File: src/rtl/fetch_queue.sv
`default_nettype none
// ============================================================================
// Module   : fetch_queue
// Summary  : LANES-wide fetch front end: owns the fetch PC, issues block reads
//            to a 1-cycle imem and buffers returned instructions with PCs.
// Revision : 1.0  initial release
// ============================================================================
module fetch_queue #(
  parameter int          LANES    = 2,
  parameter int          DEPTH    = 8,
  parameter int          ADDR_W   = 10,
  parameter logic [31:0] RESET_PC = 32'h0
) (
  input  logic                         clock_i,
  input  logic                         reset_n_i,
  input  logic                         redirect_i,
  input  logic [31:0]                  redirect_pc_i,
  output logic                         imem_req_o,
  output logic [ADDR_W-1:0]            imem_addr_o,
  input  logic [32*LANES-1:0]          imem_data_i,
  input  logic [$clog2(LANES+1)-1:0]   deq_count_i,
  output logic [LANES-1:0]             valid_o,
  output logic [32*LANES-1:0]          inst_o,
  output logic [32*LANES-1:0]          pc_o,
  output logic [$clog2(DEPTH+1)-1:0]   count_o
);

  localparam int          c_b        = $clog2(LANES);
  localparam int          c_pw       = $clog2(DEPTH);
  localparam int          c_cw       = $clog2(DEPTH+1);
  localparam logic [31:0] c_blk_mask = ~(32'(4*LANES) - 32'd1);

  logic [31:0]     r_fpc;
  logic [31:0]     r_rsp_pc;
  logic            r_inflight;
  logic [c_pw-1:0] r_head;
  logic [c_pw-1:0] r_tail;
  logic [c_cw-1:0] r_count;
  logic [31:0]     r_inst_mem [DEPTH];
  logic [31:0]     r_pc_mem   [DEPTH];

  logic            w_space_ok;
  logic [31:0]     w_fpc_next;
  logic [c_b+1:0]  w_rsp_lo;
  logic [c_b+1:0]  w_off;
  logic [31:0]     w_rsp_base;
  logic [c_cw-1:0] w_enq_n;
  logic [c_cw-1:0] w_deq_lim;
  logic [c_cw-1:0] w_deq_n;
  logic            w_wr_en;
  logic [c_pw-1:0] w_slot [LANES];

  // Credit counts the in-flight block so a returning response always fits.
  assign w_space_ok  = (32'(r_count) + (r_inflight ? 32'(LANES) : 32'd0) + 32'(LANES))
                       <= 32'(DEPTH);
  assign imem_req_o  = reset_n_i & ~redirect_i & w_space_ok;
  assign imem_addr_o = r_fpc[ADDR_W+c_b+1 : c_b+2];
  assign w_fpc_next  = (r_fpc & c_blk_mask) + 32'(4*LANES);

  // An unaligned start PC skips the leading lanes of its block.
  assign w_rsp_lo    = r_rsp_pc[c_b+1:0];
  assign w_off       = w_rsp_lo >> 2;
  assign w_rsp_base  = r_rsp_pc & c_blk_mask;
  assign w_enq_n     = r_inflight ? (c_cw'(LANES) - c_cw'(w_off)) : '0;
  assign w_wr_en     = reset_n_i & ~redirect_i & r_inflight;

  assign w_deq_lim   = (32'(deq_count_i) > 32'(LANES)) ? c_cw'(LANES) : c_cw'(deq_count_i);
  assign w_deq_n     = (w_deq_lim > r_count) ? r_count : w_deq_lim;
  assign count_o     = r_count;

  for (genvar j = 0; j < LANES; j++) begin : g_slot
    assign w_slot[j] = r_tail + c_pw'(j) - c_pw'(w_off);
  end

  for (genvar i = 0; i < LANES; i++) begin : g_out
    logic [c_pw-1:0] w_idx;
    assign w_idx               = r_head + c_pw'(i);
    assign valid_o[i]          = r_count > c_cw'(i);
    assign inst_o[32*i +: 32]  = valid_o[i] ? r_inst_mem[w_idx] : 32'd0;
    assign pc_o[32*i +: 32]    = valid_o[i] ? r_pc_mem[w_idx]   : 32'd0;
  end

  always_ff @(posedge clock_i) begin
    if (w_wr_en) begin
      for (int j = 0; j < LANES; j++) begin
        if (j >= int'(w_off)) begin
          r_inst_mem[w_slot[j]] <= imem_data_i[32*j +: 32];
          r_pc_mem[w_slot[j]]   <= w_rsp_base + 32'(4*j);
        end
      end
    end
  end

  always_ff @(posedge clock_i) begin
    if (!reset_n_i) begin
      r_fpc      <= RESET_PC;
      r_rsp_pc   <= '0;
      r_inflight <= 1'b0;
      r_head     <= '0;
      r_tail     <= '0;
      r_count    <= '0;
    end else if (redirect_i) begin
      // Dropping inflight discards a response arriving this very cycle.
      r_fpc      <= redirect_pc_i & ~32'd3;
      r_inflight <= 1'b0;
      r_head     <= r_tail;
      r_count    <= '0;
    end else begin
      r_inflight <= imem_req_o;
      if (imem_req_o) begin
        r_rsp_pc <= r_fpc;
        r_fpc    <= w_fpc_next;
      end
      r_head  <= r_head + c_pw'(w_deq_n);
      r_tail  <= r_tail + c_pw'(w_enq_n);
      r_count <= r_count + w_enq_n - w_deq_n;
    end
  end

endmodule
`default_nettype wire

File: config.mk
export PLATFORM = sky130hd
export DESIGN_NAME = fetch_queue
export DESIGN_NICKNAME = d
export VERILOG_FILES = /design/src/rtl/fetch_queue.sv
export SDC_FILE = /design/constraint.sdc
export NUM_CORES = 1
export LEC_CHECK = 0
export ABC_CLOCK_PERIOD_IN_PS = 4600
export CELL_PAD_IN_SITES_DETAIL_PLACEMENT = 2
export CELL_PAD_IN_SITES_GLOBAL_PLACEMENT = 2
export CORE_MARGIN = 2
export CORE_UTILIZATION = 30
export DETAILED_ROUTE_END_ITERATION = 10
export HOLD_SLACK_MARGIN = 0.15
export PLACE_DENSITY_LB_ADDON = 0.1
export SETUP_SLACK_MARGIN = 0.1
export SYNTH_ARGS = -nofsm -noshare
export SYNTH_HDL_FRONTEND = slang
export SYNTH_SLANG_ARGS = --single-unit
File: constraint.sdc
create_clock -name clock_i -period 4.6 [get_ports clock_i]
set_clock_uncertainty 0.2 [all_clocks]
set_input_delay 0.92 -clock clock_i [delete_from_list [all_inputs] [get_ports clock_i]]
set_output_delay 0.92 -clock clock_i [all_outputs]
set_load 0.005 [all_outputs]
run_1/met2.png
Scale bar: 100 um.
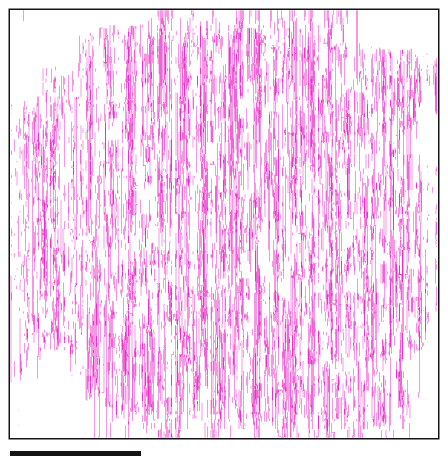
nets with wire on the layer = 2,330
longest straight run = 122 um
wire length on this layer = 55.3 mm

run_1/metal_stack.png
Only two layers are drawn.
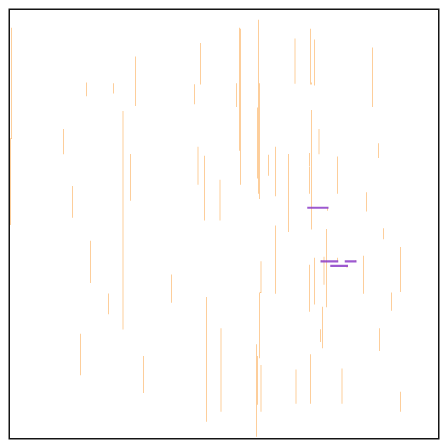
orange -> met4  # wire length 2,530 um
purple -> met5  # wire length 46.0 um

run_1/final_placement.png
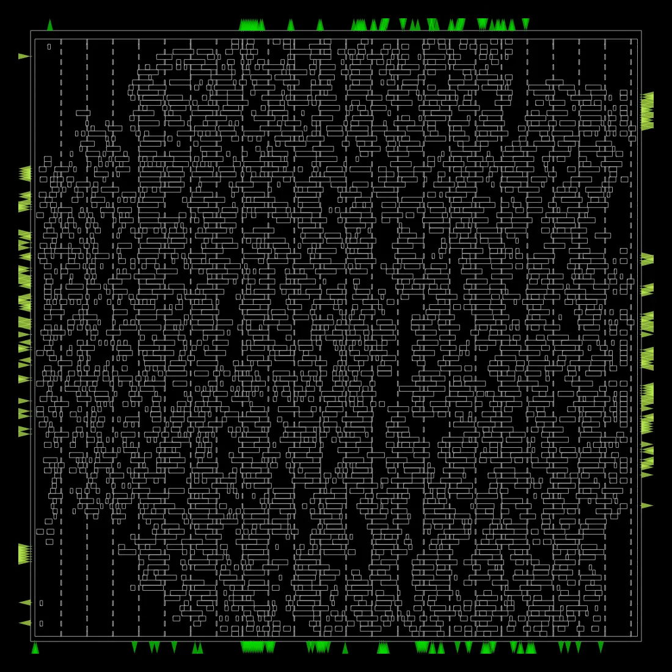
Core ar.: 102,000 um^2
sequential cell count: 567
# rows: 117
n_taps: 1,368

run_1/registers.png
Other sequential cells in the stronger gray, the rest of the logic in the fainter gray.
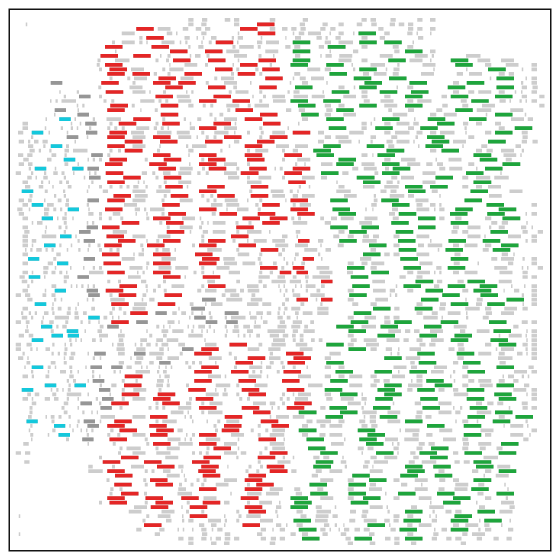
cyan -> `r_fpc`  # sequential cells 30, where west
red -> `r_pc_mem`  # sequential cells 240
green -> `r_inst_mem`  # sequential cells 256

run 1: critical path: cells and delay by family (launching register included):
kind            cells  cell delay [ns]
flops               1             0.61
buf+inv             2             0.99
mux                 1             0.32
simple gates        1             0.05
compound gates      1             0.43
fa+ha+maj           1             0.24
run 1: registers in the layout, summed over array words and instances, names as in the netlist:
name        flops
r_inflight      1
r_tail          3
r_rsp_pc       30
r_pc_mem      240
count_o         4
r_inst_mem    256
r_fpc          30
r_head          3
run 1: path summary, 6_finish.rpt:
check / endpoint / slack [ns] / cells after the start
setup reg to reg: count_o[3]$_SDFF_PP0_ / 0.97 / 12
setup / recovery: pc_o[63] / 0.19 / 6
hold / removal: r_rsp_pc[2]$_SDFFE_PN0P_ / 0.27 / 2
hold reg to reg: r_rsp_pc[2]$_SDFFE_PN0P_ / 0.27 / 2
run 1: metrics by stage:
stage	area [um^2]	hold slack, ns	utilization
6_report	37700	0.268	0.369
4_1_cts	37700	0.276	0.369
3_3_place_gp	35400	0.253	0.346
5_1_grt	37700	0.313	0.369
3_5_place_dp	35400	0.260	0.346
2_1_floorplan	31000	0.226	-
run 1: Yosys cell counts, drive strengths merged (4+ instances only):
cell type	n
or3	5
dfxtp	79
nand3	40
buf	106
a31oi	6
nor2	79
a21oi	101
and4	5
xor2	7
o211ai	5
o21ai	18
ha	20
mux2i	63
a21o	6
a211oi	4
nor2b	177
clkbuf	74
mux4	248
nand2	218
nand4	7
and2	61
nor4	9
nor3	13
mux2	256
and3	9
xnor2	15
o21a	5
edfxtp	488
inv	34
fa	4
run 1: area by class of cell:
cell class	instances	share of cell area
Antenna cell	3	0.000199
Clock buffer	109	0.0575
Clock inverter	20	0.00404
Inverter	35	0.00388
Multi-Input combinational cell	1413	0.371
Sequential cell	567	0.430
Tap cell	1368	0.0453
Timing Repair Buffer	314	0.0880
==> impl_metrics.tcl, run 1 <==
# yosys + openroad results
set metrics [dict create \
    drt_pass1_iterations 5 \
    drt-met1-wl_um 45800 \
    crit_chain "ha_4 -> buf_12 -> mux4_2 -> nand2_1 -> a21oi_1 -> clkdlybuf4s50_1" \
    yosys.stat.seqShare 0.524 \
    chipArea_um2 106000 \
    grt_max_degree 65 \
    tns_ns 0 \
    pin_count 246 \
    maxSlewViolCount 0 \
    overflow 0 \
    die_h_um 326 \
    setup_viol 0 \
    ctsResizeCount 2 \
    p_seq_mw 5.85 \
    comb_area_um2 14000 \
    edf_count 488 \
    drt_first_iter_violations 1189 \
    cts_buffers 73 \
    routed.top_layer "met5" \
    simple_gate_share 0.105 \
    synth_area_leader_cell "edfxtp_1" \
    yosysWarnings 0 \
    combPwrFrac 0.299 \
    status "finished, final reports clean" \
    ys_sh_xor 0.00670 \
    ant_nets 0 \
    htree_num_levels 3 \
    slew_headroom 0.304 \
    min_from "r_fpc[2]$_SDFFE_PN0P_" \
    power.internal_mw 11.4 \
    cts_setup_buffers 4 \
    instances_no_fill 3829 \
    top_logic_kind "multiplexers" \
    tightest_slew_ns 1.04 \
    maxPowerGroup "sequential cells" \
    ys_ff 567 \
    fillers 10300 \
    ir_drop_mv 0.216 \
    lay_top_count "edfxtp_1" \
    worstSetupPathType "reg2out" \
    wirelength_um 108000 \
    cts_tree "done" \
    p_total_mw 16.4 \
    pg_comb_mw 4.90 \
    critPathCaptureType "output port" \
]
run_1/port_nets.png
Scale bar: 100 um.
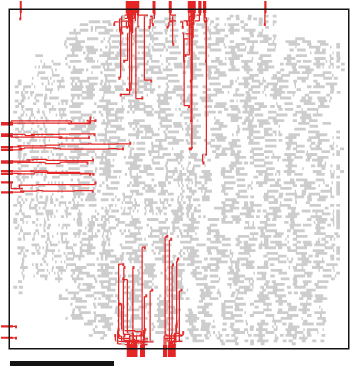

--- run 2 (diff from run 1) ---
--- a/config.mk
+++ b/config.mk
@@ -6,14 +6,16 @@
 export NUM_CORES = 1
 export LEC_CHECK = 0
 export ABC_CLOCK_PERIOD_IN_PS = 4600
+export CAP_MARGIN = 25
 export CELL_PAD_IN_SITES_DETAIL_PLACEMENT = 2
 export CELL_PAD_IN_SITES_GLOBAL_PLACEMENT = 2
 export CORE_MARGIN = 2
 export CORE_UTILIZATION = 30
+export CTS_BUF_LIST = sky130_fd_sc_hd__clkbuf_8
 export DETAILED_ROUTE_END_ITERATION = 10
 export HOLD_SLACK_MARGIN = 0.15
 export PLACE_DENSITY_LB_ADDON = 0.1
-export SETUP_SLACK_MARGIN = 0.1
+export SETUP_SLACK_MARGIN = 0.3
 export SYNTH_ARGS = -nofsm -noshare
 export SYNTH_HDL_FRONTEND = slang
 export SYNTH_SLANG_ARGS = --single-unit
run_2/port_nets.png
Scale bar: 100 um.
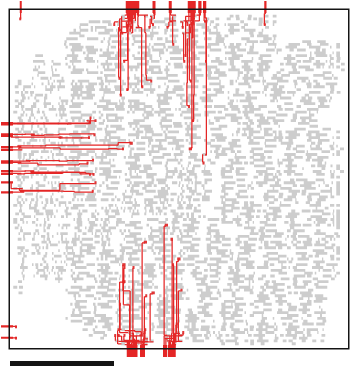
red -> `pc_o`  # direction output, end cells 64, buffers 60, wire 3,910 um

run_2/registers.png
Other sequential cells in the stronger gray, the rest of the logic in the fainter gray.
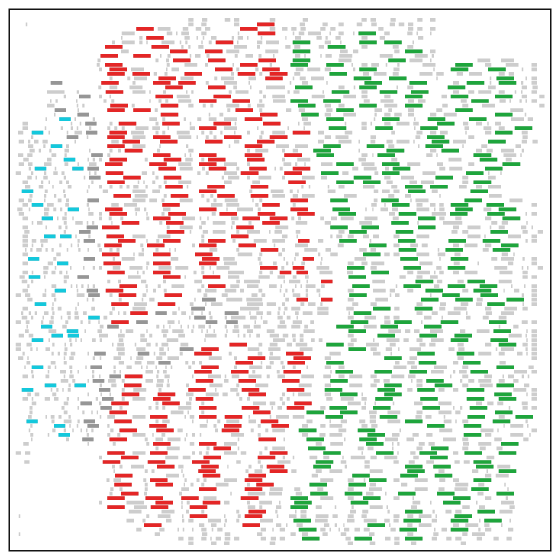
green -> `r_inst_mem`  # sequential cells 256
cyan -> `r_fpc`  # sequential cells 30, where west
red -> `r_pc_mem`  # sequential cells 240
not colored = 41

==> run 2 against run 1 <==
Effect of this change: largest cell class unchanged; clock power is 18% lower; largest power group unchanged; utilization shrank 0.053 points; first-iteration DRC count decreased by 4.0%; area after synthesis is the same; non-clock buffer count up 8; flip-flop count stayed put; critical path depth did not move; maximum frequency rose by 3.7%; sequential share of layout area rose by 0.075 points; combinational power grew 3%.
==> impl_metrics.tcl, run 2 <==
# yosys + openroad results
set metrics [dict create \
    min_from "r_fpc[2]$_SDFFE_PN0P_" \
    slew_headroom 0.468 \
    fin_hold_ws_ns 0.267 \
    post-route-util 0.369 \
    maxSlewViolCount 0 \
    rows 117 \
    ant_nets 0 \
    comb_area_um2 14100 \
    tightest_slew_ns 0.798 \
    die_h_um 326 \
    cts_setup_buffers 6 \
    largest_reg_flops 256 \
    drt_first_iter_violations 1142 \
    cts_tree "done" \
    chipArea_um2 106000 \
    p_total_mw 15.6 \
    routed.top_layer "met5" \
    ir_drop_mv 0.218 \
    synth_top_cell_by_count "edfxtp_1" \
    ys_ff 567 \
    common_cells "488 x edfxtp_1, 253 x mux2_2, 248 x mux4_2" \
    tns_ns 0 \
    setup_viol 0 \
    grt_max_degree 59 \
    overflow 0 \
    yosysWarnings 0 \
    reg2regPathDepth 8 \
    drt-met1-wl_um 47800 \
    pin_count 246 \
    instances_no_fill 3906 \
    wirelength_um 111000 \
    synth_area_leader_cell "edfxtp_1" \
    ctsResizeCount 25 \
    critPathCaptureType "output port" \
    drt_pass1_iterations 5 \
    dpl_cell_area_um2 35400 \
    status "finished, final reports clean" \
]
[run 2: final cells by class]
cell class / count / share of cell area
repair buffers: 322 / 0.0945
clock buffers: 111 / 0.0405
well taps: 1368 / 0.0454
inverters: 35 / 0.00388
clock inverters: 84 / 0.0111
multi-input cells: 1413 / 0.373
flip-flops and latches: 567 / 0.431
diodes: 6 / 0.000398
[run 2: worst max-delay path, stage by stage, from the launching register on]
cell             delay, ns
dfxtp_4               0.49
ha_4                  0.22
xor2_4                0.32
buf_4                 0.32
nand2_1               0.12
a21oi_1               0.35
clkdlybuf4s50_1       0.58
[run 2: cells by family (layout without fill, tap and decap cells)]
group	after synthesis	count (layout)	share of synthesized area
simple gates	634	634	0.105
mux	567	567	0.293
flops	567	567	0.524
buf+inv	215	552	0.0307
compound gates	162	162	0.0301
fa+ha+maj	24	24	0.0107
xor+xnor	22	22	0.00670
other cells	1	10	0.000121
[run 2: how the worst max path moves through the flow]
stage | from | endpoint | slack [ns] | cells after the start
global placement | deq_count_i[1] | count_o[3]$_SDFF_PP0_ | 0.20 | 12
CTS | r_head[1]$_SDFF_PN0_ | pc_o[2] | 0.19 | 5
finish | r_head[1]$_SDFF_PN0_ | pc_o[50] | 0.35 | 6
detailed placement | deq_count_i[1] | count_o[3]$_SDFF_PP0_ | 0.21 | 12
global route | r_head[1]$_SDFF_PN0_ | pc_o[10] | 0.24 | 5
floorplan | reset_n_i | r_inst_mem[0][0]$_DFFE_PP_ | 0.74 | 7
[run 2: power breakdown]
| group | internal, mW | total [mW] | switching, mW |
|---|---|---|---|
| sequential | 5.69 | 5.85 | 0.162 |
| clock | 2.39 | 4.65 | 2.26 |
| combinational | 2.46 | 5.07 | 2.61 |
| total | 10.5 | 15.6 | 5.03 |
--- run 3 (diff from run 2) ---
--- a/config.mk
+++ b/config.mk
@@ -5,7 +5,6 @@
 export SDC_FILE = /design/constraint.sdc
 export NUM_CORES = 1
 export LEC_CHECK = 0
-export ABC_CLOCK_PERIOD_IN_PS = 4600
 export CAP_MARGIN = 25
 export CELL_PAD_IN_SITES_DETAIL_PLACEMENT = 2
 export CELL_PAD_IN_SITES_GLOBAL_PLACEMENT = 2
run_3/met2.png
Scale bar: 100 um.
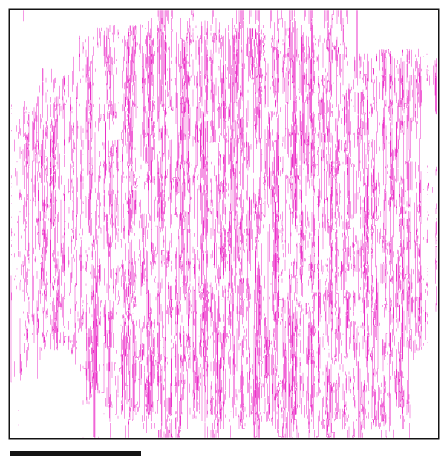
main direction = vertical
share of all routed wire = 51%
wire length on this layer = 56.1 mm
nets with wire on the layer = 2,375
longest straight run = 122 um

==> run 3 against run 2 <==
Effect of this change: flip-flop count unchanged; wire length did not move; combinational power is essentially flat; count of clock-buffer cells in the layout unchanged; register-to-register slack hardly changed; global-route usage did not move; via count unchanged; critical path depth did not move; largest power group unchanged; highest routed layer unchanged.
==> impl_metrics.tcl, run 3 <==
# yosys + openroad results
set metrics [dict create \
    status "finished, final reports clean" \
    post-route-util 0.369 \
    lay_top_count "edfxtp_1" \
    htree_num_levels 3 \
    pg_comb_mw 5.07 \
    grt_max_degree 59 \
    wirelength_um 111000 \
    min_from "r_fpc[2]$_SDFFE_PN0P_" \
    p_seq_mw 5.85 \
    r2r-end "r_inst_mem[6][29]$_DFFE_PP_" \
    maxPowerGroup "sequential cells" \
    final_cell_area_um2 37700 \
    critPathCaptureType "output port" \
    p_clk_mw 4.65 \
    reg2regPathDepth 8 \
    fin_hold_ws_ns 0.267 \
    synth_area_leader_cell "edfxtp_1" \
    drt_first_iter_violations 1142 \
    setup_viol 0 \
    maxSlewViolCount 0 \
    hold_depth 2 \
    die_h_um 326 \
    slew_headroom 0.468 \
    p_total_mw 15.6 \
    combPwrFrac 0.325 \
    pin_count 246 \
    yosysWarnings 0 \
    p_seq_frac 0.376 \
    r2r_slack_ns 1.14 \
    cts_buffers 107 \
    power.internal_mw 10.5 \
    edf_count 488 \
    clkPwrFrac 0.299 \
    ys_ff 567 \
    instances_no_fill 3906 \
    synth_top_cell_by_count "edfxtp_1" \
]
run_3/metal_stack.png
Only two layers are drawn.
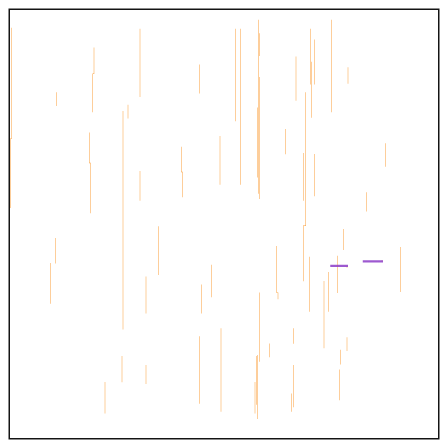
orange -> met4  # wire length 2,440 um
purple -> met5  # wire length 25.8 um

[run 3: cell counts after synthesis]
No cell type changed its count.
[run 3: kinds of logic after synthesis]
family	Yosys count	synth area share
other cells	1	0.000121
mux	567	0.293
buf+inv	215	0.0307
flops	567	0.524
fa+ha+maj	24	0.0107
simple gates	634	0.105
xor+xnor	22	0.00670
compound gates	162	0.0301
[run 3: layout make-up]
type	instances	area, um^2
fill	10400	64500
sequential	567	16300
multi-input combinational	1413	14100
timing repair buffer	322	3560
tap	1368	1710
clock buffer	111	1530
clock inverter	84	419
inverter	35	146
antenna	6	15.0
[run 3: per-layer routing]
layer | part of all wire | global-route usage | vias to the layer above | wire (um)
met5 | 0.00023 | 0 | - | 25
met4 | 0.022 | 0.0580 | 4 | 2440
met3 | 0.037 | 0.0300 | 145 | 4130
met2 | 0.51 | 0.364 | 466 | 56100
met1 | 0.43 | 0.263 | 10900 | 47800
li1 | - | - | 8930 | -
[run 3: worst max-delay path, cell delays in order (launching register included)]
cell and delay [ns]:
dfxtp_4 0.49, ha_4 0.22, xor2_4 0.32, buf_4 0.32
nand2_1 0.12, a21oi_1 0.35, clkdlybuf4s50_1 0.58
[run 3: worst max path at each step]
stage,cells after the start,from,end
after CTS,5,r_head[1]$_SDFF_PN0_,pc_o[2]
final,6,r_head[1]$_SDFF_PN0_,pc_o[50]
after floorplan,7,reset_n_i,r_inst_mem[0][0]$_DFFE_PP_
after global routing,5,r_head[1]$_SDFF_PN0_,pc_o[10]
after detailed placement,12,deq_count_i[1],count_o[3]$_SDFF_PP0_
after global placement,12,deq_count_i[1],count_o[3]$_SDFF_PP0_
[run 3: what timing repair did]
action,4_1_cts,5_1_grt
setup endpoints to repair,99,17
buffers inserted,6,0
gates cloned,3,3
resized,25,9
No activity file was given, so power comes from the tool's default toggle rates.
